**Run 1: cells by drive strength**

The bar under the picture is 20 µm long.
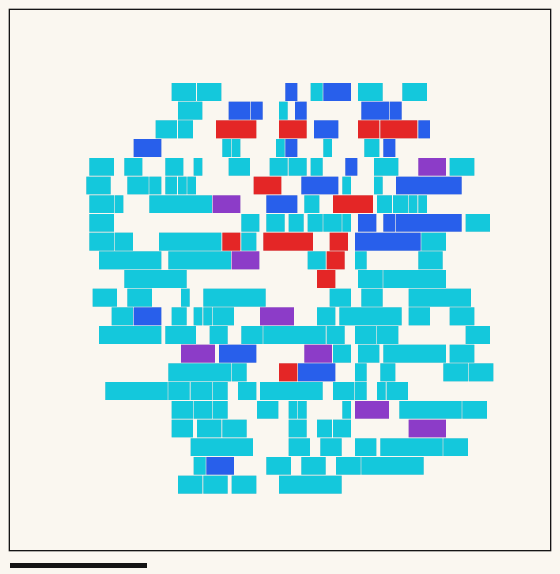
**Run 1: placed standard cells**

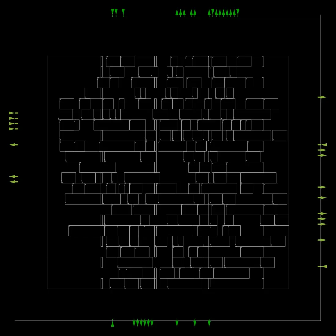
**Run 1: routed clock nets over the placement**

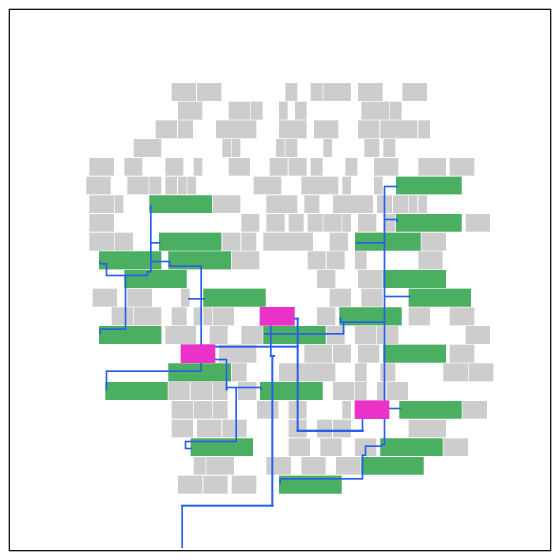
**Run 1: wire density map**

The bar under the picture is 20 µm long. The die is cut into 16 by 16 equal tiles; dark purple is low, yellow is high, scaled to the fullest tile. Values are wire area over tile area, all layers added.
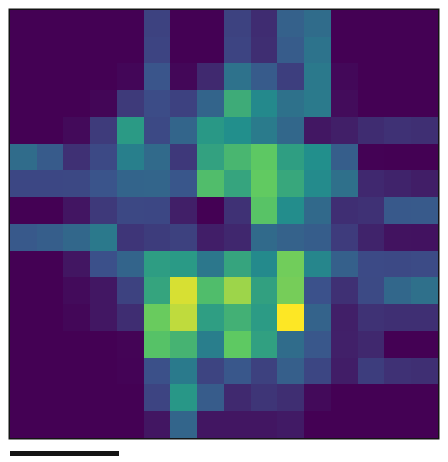
==> config.mk <==
export PLATFORM = sky130hd
export DESIGN_NAME = multicycle_ctrl
export DESIGN_NICKNAME = d
export VERILOG_FILES = /design/src/rtl/multicycle_ctrl.sv
export SDC_FILE = /design/constraint.sdc
export NUM_CORES = 1
export LEC_CHECK = 0
export ABC_CLOCK_PERIOD_IN_PS = 2230
export CAP_MARGIN = 15
export CELL_PAD_IN_SITES_DETAIL_PLACEMENT = 0
export CELL_PAD_IN_SITES_GLOBAL_PLACEMENT = 1
export CORE_MARGIN = 8
export CORE_UTILIZATION = 34
export DETAILED_ROUTE_END_ITERATION = 12
export GPL_TIMING_DRIVEN = 0
export PLACE_DENSITY = 0.82
export SLEW_MARGIN = 5
export SYNTH_ARGS = -nofsm -noshare
export SYNTH_HDL_FRONTEND = slang
export SYNTH_SLANG_ARGS = --single-unit
==> constraint.sdc <==
create_clock -name clk_i -period 2.23 [get_ports clk_i]
set_clock_uncertainty 0.05 [all_clocks]
set_input_delay 0.446 -clock clk_i [delete_from_list [all_inputs] [get_ports clk_i]]
set_output_delay 0.446 -clock clk_i [all_outputs]
set_load 0.05 [all_outputs]
==> src/rtl/multicycle_ctrl.sv <==
`default_nettype none
// ============================================================================
// Module      : multicycle_ctrl
// Description : Control FSM for a multicycle RISC-V style datapath with a
//               shared, variable-latency memory and a retired-instruction count.
// Revision    : 1.0 - initial release
// ============================================================================
module multicycle_ctrl #(
    parameter int CNT_W = 16
) (
    input  logic             clk_i,
    input  logic             rst_i,
    input  logic             start_i,
    input  logic [6:0]       Op_i,
    input  logic             Zero_i,
    input  logic             mem_ack_i,
    output logic             PCWrite_o,
    output logic             IRWrite_o,
    output logic             MemReq_o,
    output logic             MemWrite_o,
    output logic             IorD_o,
    output logic             ALUSrcA_o,
    output logic             RegWrite_o,
    output logic             MemtoReg_o,
    output logic             PCSrc_o,
    output logic             illegal_o,
    output logic [1:0]       ALUOp_o,
    output logic [1:0]       ALUSrcB_o,
    output logic [2:0]       state_o,
    output logic [CNT_W-1:0] instr_cnt_o
);

    typedef enum logic [2:0] {
        S_IDLE   = 3'd0,
        S_FETCH  = 3'd1,
        S_DECODE = 3'd2,
        S_EXEC   = 3'd3,
        S_MEM    = 3'd4,
        S_WB     = 3'd5
    } state_t;

    typedef enum logic [2:0] {
        C_NONE = 3'd0,
        C_R    = 3'd1,
        C_I    = 3'd2,
        C_LW   = 3'd3,
        C_SW   = 3'd4,
        C_BEQ  = 3'd5
    } class_t;

    localparam logic [6:0] C_OP_R   = 7'b0110011;
    localparam logic [6:0] C_OP_I   = 7'b0010011;
    localparam logic [6:0] C_OP_LW  = 7'b0000011;
    localparam logic [6:0] C_OP_SW  = 7'b0100011;
    localparam logic [6:0] C_OP_BEQ = 7'b1100011;

    localparam logic [CNT_W-1:0] C_CNT_ONE = {{(CNT_W-1){1'b0}}, 1'b1};

    state_t           r_state;
    state_t           w_next;
    class_t           r_class;
    class_t           w_dec_class;
    logic             r_illegal;
    logic [CNT_W-1:0] r_cnt;
    logic             w_retire;

    always_comb begin
        w_dec_class = C_NONE;
        case (Op_i)
            C_OP_R:   w_dec_class = C_R;
            C_OP_I:   w_dec_class = C_I;
            C_OP_LW:  w_dec_class = C_LW;
            C_OP_SW:  w_dec_class = C_SW;
            C_OP_BEQ: w_dec_class = C_BEQ;
            default:  w_dec_class = C_NONE;
        endcase
    end

    // Class is captured only while in DECODE, so Op_i may change freely afterwards.
    always_ff @(posedge clk_i or negedge rst_i) begin
        if (!rst_i) begin
            r_state   <= S_IDLE;
            r_class   <= C_NONE;
            r_illegal <= 1'b0;
            r_cnt     <= '0;
        end else begin
            r_state <= w_next;
            if (r_state == S_DECODE) begin
                r_class <= w_dec_class;
                if (w_dec_class == C_NONE) begin
                    r_illegal <= 1'b1;
                end
            end
            if (w_retire) begin
                r_cnt <= r_cnt + C_CNT_ONE;
            end
        end
    end

    always_comb begin
        w_next     = r_state;
        w_retire   = 1'b0;
        PCWrite_o  = 1'b0;
        IRWrite_o  = 1'b0;
        MemReq_o   = 1'b0;
        MemWrite_o = 1'b0;
        IorD_o     = 1'b0;
        ALUSrcA_o  = 1'b0;
        RegWrite_o = 1'b0;
        MemtoReg_o = 1'b0;
        PCSrc_o    = 1'b0;
        ALUOp_o    = 2'b00;
        ALUSrcB_o  = 2'b00;
        case (r_state)
            S_IDLE: begin
                if (start_i) begin
                    w_next = S_FETCH;
                end
            end
            S_FETCH: begin
                MemReq_o  = 1'b1;
                ALUSrcB_o = 2'b01;
                if (mem_ack_i) begin
                    IRWrite_o = 1'b1;
                    PCWrite_o = 1'b1;
                    w_next    = S_DECODE;
                end
            end
            S_DECODE: begin
                ALUSrcB_o = 2'b10;
                w_next    = (w_dec_class == C_NONE) ? S_FETCH : S_EXEC;
            end
            S_EXEC: begin
                ALUSrcA_o = 1'b1;
                case (r_class)
                    C_R: begin
                        ALUOp_o = 2'b10;
                        w_next  = S_WB;
                    end
                    C_I: begin
                        ALUSrcB_o = 2'b10;
                        ALUOp_o   = 2'b11;
                        w_next    = S_WB;
                    end
                    C_LW, C_SW: begin
                        ALUSrcB_o = 2'b10;
                        w_next    = S_MEM;
                    end
                    C_BEQ: begin
                        ALUOp_o   = 2'b01;
                        PCSrc_o   = 1'b1;
                        PCWrite_o = Zero_i;
                        w_retire  = 1'b1;
                        w_next    = S_FETCH;
                    end
                    default: w_next = S_FETCH;
                endcase
            end
            S_MEM: begin
                MemReq_o   = 1'b1;
                IorD_o     = 1'b1;
                MemWrite_o = (r_class == C_SW);
                if (mem_ack_i) begin
                    if (r_class == C_SW) begin
                        w_retire = 1'b1;
                        w_next   = S_FETCH;
                    end else begin
                        w_next   = S_WB;
                    end
                end
            end
            S_WB: begin
                RegWrite_o = 1'b1;
                MemtoReg_o = (r_class == C_LW);
                w_retire   = 1'b1;
                w_next     = S_FETCH;
            end
            default: w_next = S_IDLE;
        endcase
    end

    assign state_o     = r_state;
    assign illegal_o   = r_illegal;
    assign instr_cnt_o = r_cnt;

endmodule
`default_nettype wire

==> results.yml, run 1 <==
# generated from flow reports
cells_and_area:
  n_fill_cell: 359
  largest_reg_flops: 16
  drive_gt1_share_pct: 24.4
clock_tree:
  cts_tree: "done"
  cts_made_buffers: 3
  clkTransAtPathRegs_ns: 0.08
sta:
  rsz0062_at_grt: "false"
  timing.setup.tns_ns: 0
  hold_viol: 0
  max_slew.worst_pin.slew_ns: 0.778
  worst_slack_ns: 0.0504
floorplanning:
  initial_utilization_pct: 35.8
  chipArea_um2: 6170
yosys:
  ys_area_um2: 1330
  mux_area_share_pct: 2.44
  ys_sh_simple_pct: 18.0
  ys_seq_elements: 23
  netlist_instances: 130
  netlist.area_leader.share_pct: 43.2
  synth_top_cell_by_count: "dfrtp_1"
global_route:
  grt_use_met1_pct: 13.5
  grt.busiest_layer: "met2"
  use_met3_pct: 3.53
  grt_pass1_vias: 1259
  antenna_found_initial: 0
critical_path:
  cp_max_fo: 8
  ff2ff_setup_slack_ns: 0.29
  timing.rr.start: "state_o[1]"
  worstPathArrival_ns: 1.68
  end_kind: "output port"
worst_hold_path:
  hp-class: "in2async"
placed_design:
  gp_congestion: 0.795
  placed_area_um2: 1890
  place.port_buffers: 44
power_and_ir_drop:
  netSwitchingFraction_pct: 50.1
  p_int_mw: 1.10
  p_leak_nw: 0.755
  power_mw: 2.20
  p_per_area_nw_per_um2: 1140
drt:
  wl_met2_um: 1640
  drc: 0
  final_antenna_net_count: 0
  vias: 1168
  top_layer: "met4"
  drt-initial-drc-count: 39
status:
  outcome: "finished clean"
flow_run:
  warnings: 27
## Picture notes: 'cells by drive strength'
legend:
  red:
    size: drive 3 to 4
    cells: 12
  blue:
    size: drive 2
    cells: 24
  purple:
    size: drive 6 and up
    cells: 8
  cyan:
    size: drive 1 or less
    cells: 136

## Picture notes: 'placed standard cells'
n_taps: 48
core area: 3720 µm²
final cell count without fillers: 228

## Picture notes: 'routed clock nets over the placement'
legend:
  blue:
    item: clock wires
    length: 301 µm
  magenta:
    item: cells driving clock nets
    count: 3
  green:
    item: flip-flops
    count: 23
routed clock nets: 4
Clk pwr share: 11.8%
Power Clock: 0.260 mW
clk latency late pin: 0.27 ns

## Picture notes: 'wire density map'
nearly empty tiles: 33%
fullest tile: 0.41
densest ninth of the die: centre
tiles over half the peak: 13%
mean over tiles: 0.086

## run 1: worst max-delay path, cell delays in order, from the launching register on
cell	delay, ns
dfrtp_1	0.38
buf_6	0.13
or3b_4	0.44
a31oi_2	0.18
buf_2	0.29
## run 1: area by class of cell
cell class	instances	area, µm²	share of cell area [%]
Buffer	8	68.8	3.56
Clock buffer	4	45.0	2.33
Inverter	4	18.8	0.972
Multi-Input combinational cell	94	726	37.6
Sequential cell	23	579	30.0
Tap cell	48	60.1	3.11
Timing Repair Buffer	47	434	22.5
## run 1: path summary, 6_finish.rpt
path / endpoint / cells after the start
max: ALUSrcB_o[1] / 4
min: instr_cnt_o[10] / 1
max reg2reg: instr_cnt_o[9] / 8
min reg2reg: instr_cnt_o[15] / 1
max in group asynchronous: state_o[1] / 2
min in group clk_i: instr_cnt_o[15] / 1
**Run 1: sequential cells grouped by signal name**

Other sequential cells in the stronger grey, the rest of the logic in the fainter grey.
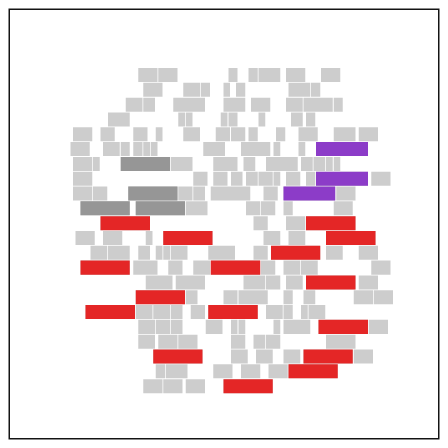

## Run 2: what changed since run 1
--- a/config.mk
+++ b/config.mk
@@ -5,15 +5,16 @@
 export SDC_FILE = /design/constraint.sdc
 export NUM_CORES = 1
 export LEC_CHECK = 0
+export ABC_AREA = 1
 export ABC_CLOCK_PERIOD_IN_PS = 2230
 export CAP_MARGIN = 15
 export CELL_PAD_IN_SITES_DETAIL_PLACEMENT = 0
 export CELL_PAD_IN_SITES_GLOBAL_PLACEMENT = 1
 export CORE_MARGIN = 8
-export CORE_UTILIZATION = 34
+export CORE_UTILIZATION = 33
 export DETAILED_ROUTE_END_ITERATION = 12
 export GPL_TIMING_DRIVEN = 0
-export PLACE_DENSITY = 0.82
+export PLACE_DENSITY = 0.83
 export SLEW_MARGIN = 5
 export SYNTH_ARGS = -nofsm -noshare
 export SYNTH_HDL_FRONTEND = slang
**Run 2: sequential cells grouped by signal name**

Other sequential cells in the stronger grey, the rest of the logic in the fainter grey.
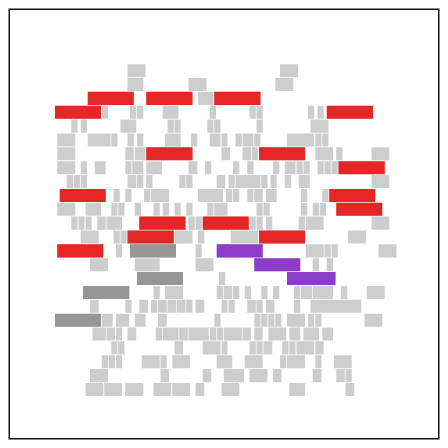
legend:
  purple:
    netlist_name: state_o
    flops: 3
  red:
    netlist_name: instr_cnt_o
    flops: 16
not coloured: 4

**Run 2: cells by drive strength**

The bar under the picture is 20 µm long.
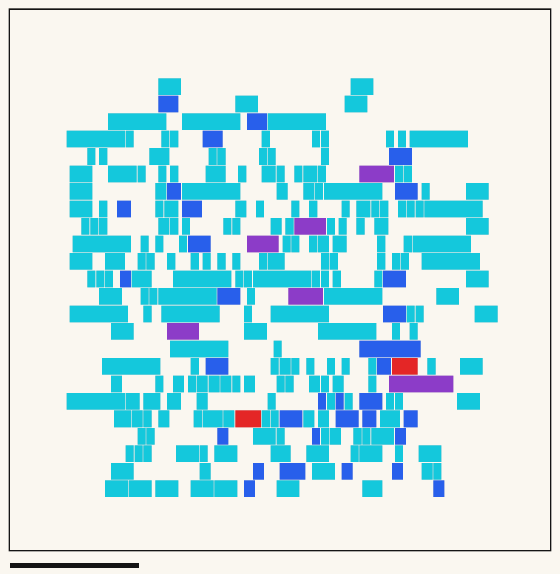
legend:
  blue:
    size: drive 2
    cells: 32
  red:
    size: drive 3 to 4
    cells: 2
  cyan:
    size: drive 1 or less
    cells: 225
  purple:
    size: drive 6 and up
    cells: 6

==> run 2 against run 1 <==
Effect of this change:
- final cell count up 39%
- critical endpoint is now IorD_o
- highest routed layer unchanged
- critical path type unchanged
- largest cell class unchanged
- core utilization down 5.0 points
- critical path depth unchanged
- first-iteration DRC count up 150%
==> results.yml, run 2 <==
# generated from flow reports
status:
  outcome: "finished clean"
cells_and_area:
  n_fill_cell: 461
  multi_input_comb_cells: 159
  largest_reg_flops: 16
  sh_comb_area_pct: 38.8
  clkbuf_count: 4
  clk_share_pct: 2.17
  nNonClkBuffers: 48
  final_cells: 317
  flop_area_um2: 577
yosys:
  netlist_instances: 216
  ys_sh_simple_pct: 42.3
  ys_area_um2: 1530
  netlist.area_leader.share_pct: 37.7
  synth_top_cell_by_count: "nand2_1"
  mux_area_share_pct: 0
clock_tree:
  cts_tree: "done"
  clkTransAtPathRegs_ns: 0.08
  insertion_delay_ns: 0.27
critical_path:
  end_kind: "output port"
  critPathMaxStageDelay_ns: 0.55
  slowest_stage: "dlygate4sd2_1"
  crit_family: "buffers and inverters"
  crit_buf_inv: 3
  worstPathArrival_ns: 1.64
  timing.rr.start: "instr_cnt_o[0]"
flow_run:
  warnings: 27
power_and_ir_drop:
  netSwitchingFraction_pct: 49.2
  p_leak_nw: 0.965
  p_per_area_nw_per_um2: 751
global_route:
  antenna_found_initial: 0
drt:
  drt-initial-drc-count: 97
floorplanning:
  chipArea_um2: 7050
worst_hold_path:
  hp-class: "in2async"
[run 2: cell count changes after synthesis, sizes merged, moves of 5 or more]
cell / before / now
nand2b: 5 / 0
xnor2: 16 / 1
o2111ai: 6 / 0
o21ai: 4 / 9
o211ai: 7 / 1
nor2: 10 / 21
nand2: 7 / 82
nand3: 2 / 24
inv: 4 / 31
[run 2: layer usage]
layer	part of all wire, %	routed length (µm)	global-route usage [%]
met5	0	0	0
met4	0.74	29	2.83
met3	4.1	162	3.32
met2	47	1850	19.2
met1	48	1860	14.2
[run 2: power by group through the flow]
stage	registers (mW)	clock network, mW	logic [mW]
after floorplan	0.632	0	0.440
after global placement	0.529	0	0.828
after detailed placement	0.528	0	0.829
after CTS	0.521	0.274	0.789
after global routing	0.530	0.293	0.836
final	0.522	0.263	0.772
**Run 2: placed standard cells**

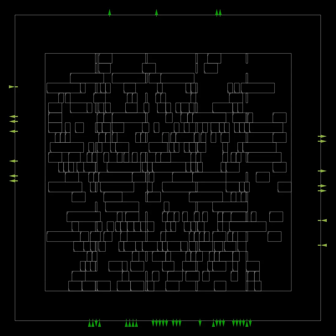

## Run 3: what changed since run 2
--- a/config.mk
+++ b/config.mk
@@ -10,11 +10,14 @@
 export CAP_MARGIN = 15
 export CELL_PAD_IN_SITES_DETAIL_PLACEMENT = 0
 export CELL_PAD_IN_SITES_GLOBAL_PLACEMENT = 1
+export CORE_ASPECT_RATIO = 0.5
 export CORE_MARGIN = 8
 export CORE_UTILIZATION = 33
 export DETAILED_ROUTE_END_ITERATION = 12
+export GPL_ROUTABILITY_DRIVEN = 0
 export GPL_TIMING_DRIVEN = 0
 export PLACE_DENSITY = 0.83
+export SKIP_LAST_GASP = 1
 export SLEW_MARGIN = 5
 export SYNTH_ARGS = -nofsm -noshare
 export SYNTH_HDL_FRONTEND = slang
**Run 3: placed standard cells**

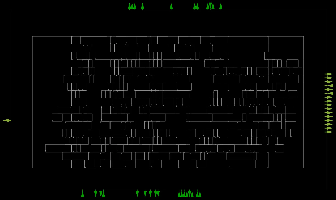
Fillers: 467
row count: 17
core area: 4420 µm²
share of the core filled with cells: 46.9%

**Run 3: cells by drive strength**

The bar under the picture is 20 µm long.
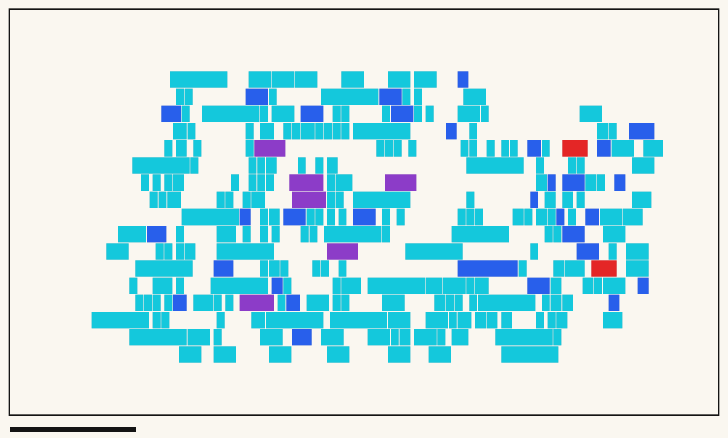
legend:
  purple:
    size: drive 6 and up
    cells: 6
  red:
    size: drive 3 to 4
    cells: 2
  blue:
    size: drive 2
    cells: 31
  cyan:
    size: drive 1 or less
    cells: 226

==> run 3 against run 2 <==
Effect of this change:
- the run now ends with negative setup slack left
- core utilization hardly changed
- clock power is 2% higher
- final cell count is 1.6% higher
- via count is 1.7% higher
- setup slack worse by 0.11 ns
- combinational power is 0.5% higher
- first-iteration DRC count is 30% lower
- fmax is 5.0% lower
- critical path type unchanged
==> results.yml, run 3 <==
# generated from flow reports
drt:
  wl_met3_um: 208
  drt-initial-drc-count: 68
  drc: 0
  wl_met2_um: 1980
clock_tree:
  clkTransAtPathRegs_ns: 0.08
power_and_ir_drop:
  p_leak_nw: 0.966
  p_int_mw: 0.791
  clkPwrFrac_pct: 17.1
  comb-power_mw: 0.776
yosys:
  ys_area_um2: 1530
  synth_top_cell_by_count: "nand2_1"
  mux_area_share_pct: 0
critical_path:
  cp_max_fo: 6
  rr_endpoint: "instr_cnt_o[14]"
  crit_buf_inv: 4
  crit_family: "buffers and inverters"
  slowest_stage: "clkdlybuf4s15_1"
floorplanning:
  initial_utilization_pct: 34.5
cells_and_area:
  final_cells: 322
  drive_gt1_share_pct: 14.7
sta:
  max_slew.worst_pin.slew_ns: 0.515
  finalSetupViolations: 1
  rsz0062_at_grt: "true"
  worst_slack_ns: -0.0154
  timing.setup.tns_ns: -0.0154
global_route:
  antenna_found_initial: 0
  grt_use_met1_pct: 12.5
  grt_pass1_vias: 1519
  use_met3_pct: 3.18
status:
  violations: "negative setup slack"
  outcome: "finished with violations"
worst_hold_path:
  hp-class: "reg2reg"
  whs_path_depth: 1
==> run 3: cell counts after synthesis <==
No cell type changed its count.
==> run 3: worst max path at each step <==
stage / cells past startpoint / slack [ns] / from / to
CTS: 6 / -0.06 / state_o[2] / ALUOp_o[1]
floorplan: 5 / -0.05 / state_o[2] / PCWrite_o
finish: 6 / -0.02 / state_o[2] / ALUOp_o[1]
detailed placement: 4 / -0.23 / mem_ack_i / PCWrite_o
global route: 6 / -0.12 / state_o[2] / ALUOp_o[1]
global placement: 4 / -0.23 / mem_ack_i / PCWrite_o
==> run 3: layout make-up <==
cell class	count	area, µm²
Buffer	3	35.0
Clock buffer	3	41.3
Clock inverter	1	5.00
Fill cell	467	2350
Inverter	31	116
Multi-Input combinational cell	159	803
Sequential cell	23	577
Tap cell	57	71.3
Timing Repair Buffer	45	427
No activity file was given, so power comes from the tool's default toggle rates.
